gates.png
Scale bar: 20 µm.
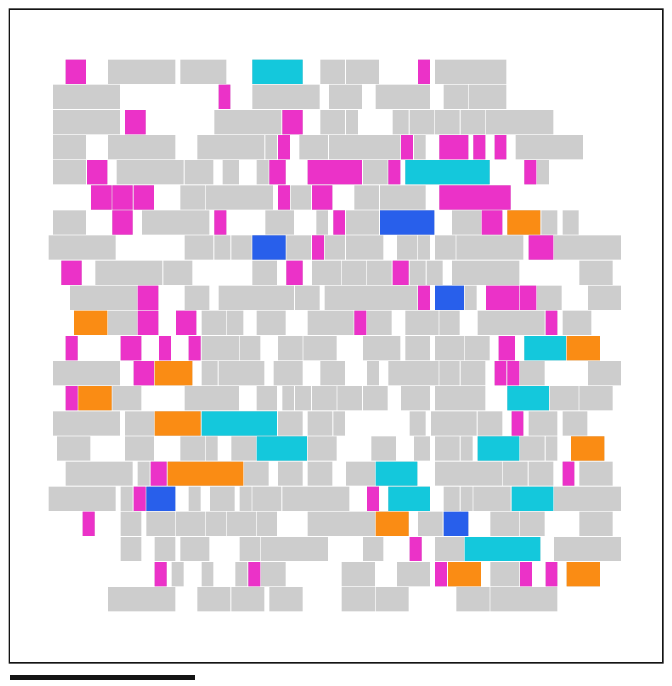
m1.png
Scale bar: 20 µm. Supply wires on this layer in gray.
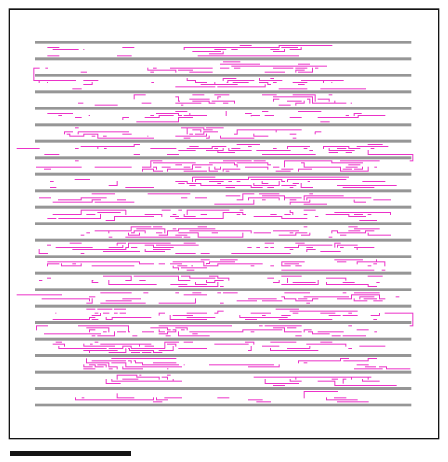
closeup.png
Scale bar: 10 µm. Region (31, 0) to (71, 40) µm. Cells in gray, sequential cells in the stronger gray; small squares are vias.
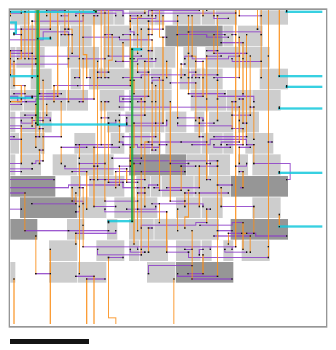
==> config.mk <==
export PLATFORM = sky130hd
export DESIGN_NAME = gray_seq_decoder
export DESIGN_NICKNAME = d
export VERILOG_FILES = /design/src/rtl/gray_seq_pkg.sv /design/src/rtl/gray_in_filter.sv /design/src/rtl/gray_seq_decoder.sv
export SDC_FILE = /design/constraint.sdc
export NUM_CORES = 1
export LEC_CHECK = 0
export ABC_AREA = 0
export CAP_MARGIN = 25
export CORE_MARGIN = 4
export CORE_UTILIZATION = 50
export CTS_CLUSTER_DIAMETER = 120
export DETAILED_ROUTE_END_ITERATION = 6
export GPL_TIMING_DRIVEN = 1
export PLACE_DENSITY = 0.73
export SLEW_MARGIN = 20
export SYNTH_ARGS = -nofsm -noshare
export SYNTH_HDL_FRONTEND = slang
export SYNTH_SLANG_ARGS = --single-unit
==> constraint.sdc <==
create_clock -name clk -period 5.1 [get_ports clk]
set_input_delay 1.275 -clock clk [delete_from_list [all_inputs] [get_ports clk]]
set_output_delay 1.275 -clock clk [all_outputs]
set_load 0.01 [all_outputs]
==> deck_impl_summary.md <==
Physical Implementation Snapshot

Floorplanning
  – DIE AREA: between 0.004 and 0.005 mm²
  – Number of tap cells inserted: roughly 48
  – Number of rows in the core area: 22
  – Floorplan die height: about 70 µm
  – Floorplan utilization: 0.5276
  – Core ar.: 0.003716 mm²

Clock network
  – Post-CTS Repair Setup Buffers: 1
  – Total of cells resized after clock tree synthesis: 3
  – Number of buffers created by CTS: 5
  – Clk pin slew, worst setup/hold paths: around 0.070 ns
  – H-tree level count: 2
  – Clk sinks: 33
  – CTS tree: done
  – Maximum buffer depth of the clock tree: 2

Critical path
  – Startpoint Class: flop
  – Critical path depth in cells: 21
  – Slowest stage cell, crit path: sky130_fd_sc_hd__or4b_1
  – Data arrival, critical path: roughly 5.5 ns
  – CP Cell Sequence: buf_4, ha_2, o21ba_4, nor3_4, nand3_2, mux2i_2, ha_2, inv_1, fa_2, xnor2_2, or3_4, a2111oi_4, nor2_1, or3_4, ha_1, nand3_1, o2111ai_2, a2111oi_2, or4b_1, a211o_1, nand2_1
  – CP Buf/Inv Count: 2
  – Type of the setup path with the least slack: reg -> reg
  – Required time of the critical path: around 5.3 ns
  – Flop2flop setup slack: -0.17 ns
  – Worst stage delay on the critical path: ~0.48 ns
  – Kind of cell adding the most delay to the critical path: simple AND/OR/NAND/NOR gates

Layout
  – Logic area: around 0.0013 mm²
  – Flip-flop and latch count: 33
  – Dominant kind of cell by area: combinational gates
  – Ratio of cells with drive above 1 in the final layout: 0.2624
  – Post-route design area: between 0.002 and 0.003 mm²
  – Layout Area Growth over Synthesis: 37.20%
  – Relative area of clock buffers and inverters in the final design: 0.03395
  – Storage element area: between 600 and 700 µm²
  – Non-clock buffers: 57
  – Count of fill cells added during filler insertion: about 270
  – Share of cell area taken by flip-flops and latches: 0.2465
  – Highest-count cells in the layout ignoring fill and taps: 35 x sky130_fd_sc_hd__buf_4, 32 x sky130_fd_sc_hd__nor2_1, 31 x sky130_fd_sc_hd__dfxtp_1, 21 x sky130_fd_sc_hd__clkdlybuf4s50_1, 15 x sky130_fd_sc_hd__nor2b_1
  – Antenna diode instance count: 0
  – Total number of nets in the final design: between 200 and 300
  – Non-clk buf share: 0.1800

STA
  – Hold Violations, Final: 0
  – Relative slew slack: 0.5854
  – Fraction of the cycle the final worst path needs: 1.034
  – Final Max Slew Viols: 0
  – Fin Clk Skew: 0.004066 ns
  – RSZ-0062 raised after global routing: yes
  – Min Tclk post-route: around 5.3 ns
  – Worst Hold Margin: between 0.4 and 0.5 ns
  – Fin Setup TNS: -0.1720 ns
  – Final setup viols: 1
  – Slack of the critical path: -0.1720 ns
  – Highest attainable clock frequency: roughly 0.19 GHz

Synthesis
  – Top cell type by total area after synthesis: sky130_fd_sc_hd__dfxtp_1
  – Cell with the most instances after synthesis: sky130_fd_sc_hd__dfxtp_1
  – Yosys Chip Area: between 0.0015 and 0.002 mm²
  – Main area contributors: sky130_fd_sc_hd__dfxtp_1 34%, sky130_fd_sc_hd__xnor2_1 6.3%, sky130_fd_sc_hd__nor2_1 6.1%
  – Post-synthesis async set-or-reset flop share: 0
  – Dominant cell area share: 0.3369
  – Number of warnings reported in the yosys synthesis log: 0
  – Portion of the post-synthesis area used by sequential elements: 0.3369
  – Yosys cell count: around 220
  – Syn Inst Count: between 200 and 250
  – Count of unique library cells instantiated by Yosys: about 51
  – Mapped Area: ~0.0020 mm²
  – Number of enable-type register cells in the synthesized netlist: 0
  – Average instance area after synthesis: 8.792 µm²

Global routing
  – Via count of the first global-routing pass: between 1500 and 2000
  – Overall routing resource usage: 0.1843
  – Pin count of the biggest net entering global routing: 33
  – Number of antenna violations at the first check in global routing: 0
  – GR Overflow Total: 0
  – First-pass GRT wire length: ~7400 µm

Place
  – Placement Setup Slack: -0.1760 ns
  – Gp weighted congestion: 0.8546
  – Post-detailed-placement half-perimeter wirelength: between 3000 and 4000 µm
  – Standard cell area after detailed placement: approximately 0.0025 mm²
  – Count of input and output buffers: 21

Power
  – Peak ir drop on the vdd network: about 0.22 mV
  – Post-layout total power: 916.8 µW

Route
  – Post-detailed-route wirelength per cell: between 10 and 15 µm
  – Detailed Route Iter0 Violations: 63
  – Detailed Routing Iterations Pass 1: 4
  – DRC viols: 0
  – Post-route ant nets: 0

Outcome
  – Violated checks: negative setup slack
  – Result of the run: complete, but fails checks

Run
  – Max_cap viols: 0
  – Tool warnings: 30

Worst hold path
  – Type of the tightest min-delay check: reg -> reg
About gates.png:
| color | family | cells | most used |
|---|---|---|---|
| orange | mux cells | 11 | mux2i_1 |
| cyan | fa/ha/maj cells | 11 | ha_1 |
| blue | non-inverting ao/oa cells | 5 | a211o_1 |
| magenta | nor cells | 59 | nor2_1 |
fraction of area in multi-input gates: 0.5005
final std cells w/o fill: 330

About m1.png:
share of all routed wire: 44%
longest straight run: 19.3 µm
nets with wire on the layer: 275
wire length on this layer: 2020 µm
main direction: horizontal
met1 track utilization from global routing: 0.2279
total routed wirelength: 4547 µm
via total after detailed routing: 1821

About closeup.png:
| color | layer |
|---|---|
| orange | M2 |
| purple | M1 |
| cyan | M3 |
| green | M4 |
cells with their middle in the window: 100
sequential cells in the window: 7
most frequent: buf_4 (16), nor2_1 (12), clkdlybuf4s50_1 (10)

logic make-up (layout without fill, tap and decap cells):
logic type      count (synthesis)  after routing  synth area share
mux                            11             11           0.05680
fa+ha+maj                      11             11           0.07786
xor+xnor                       16             16           0.07850
simple gates                   96             96            0.2674
flops                          33             33            0.3369
buf+inv                        18             77           0.03574
compound gates                 38             38            0.1468
per-layer routing:
layer | vias up | part of all wire | global-route usage
met5 | - | 0 | 0
li1 | 907 | - | -
met4 | 0 | 0.027 | 0.08351
met3 | 13 | 0.036 | 0.04545
met2 | 37 | 0.49 | 0.3035
met1 | 864 | 0.44 | 0.2279
where the power goes:
| part | internal, µW | switching [µW] |
|---|---|---|
| Sequential | 275 | 20.3 |
| Clock | 95.6 | 107 |
| Combinational | 214 | 205 |
| Total | 585 | 332 |
Power figures rest on the tool's default switching activity, not on a simulated workload.
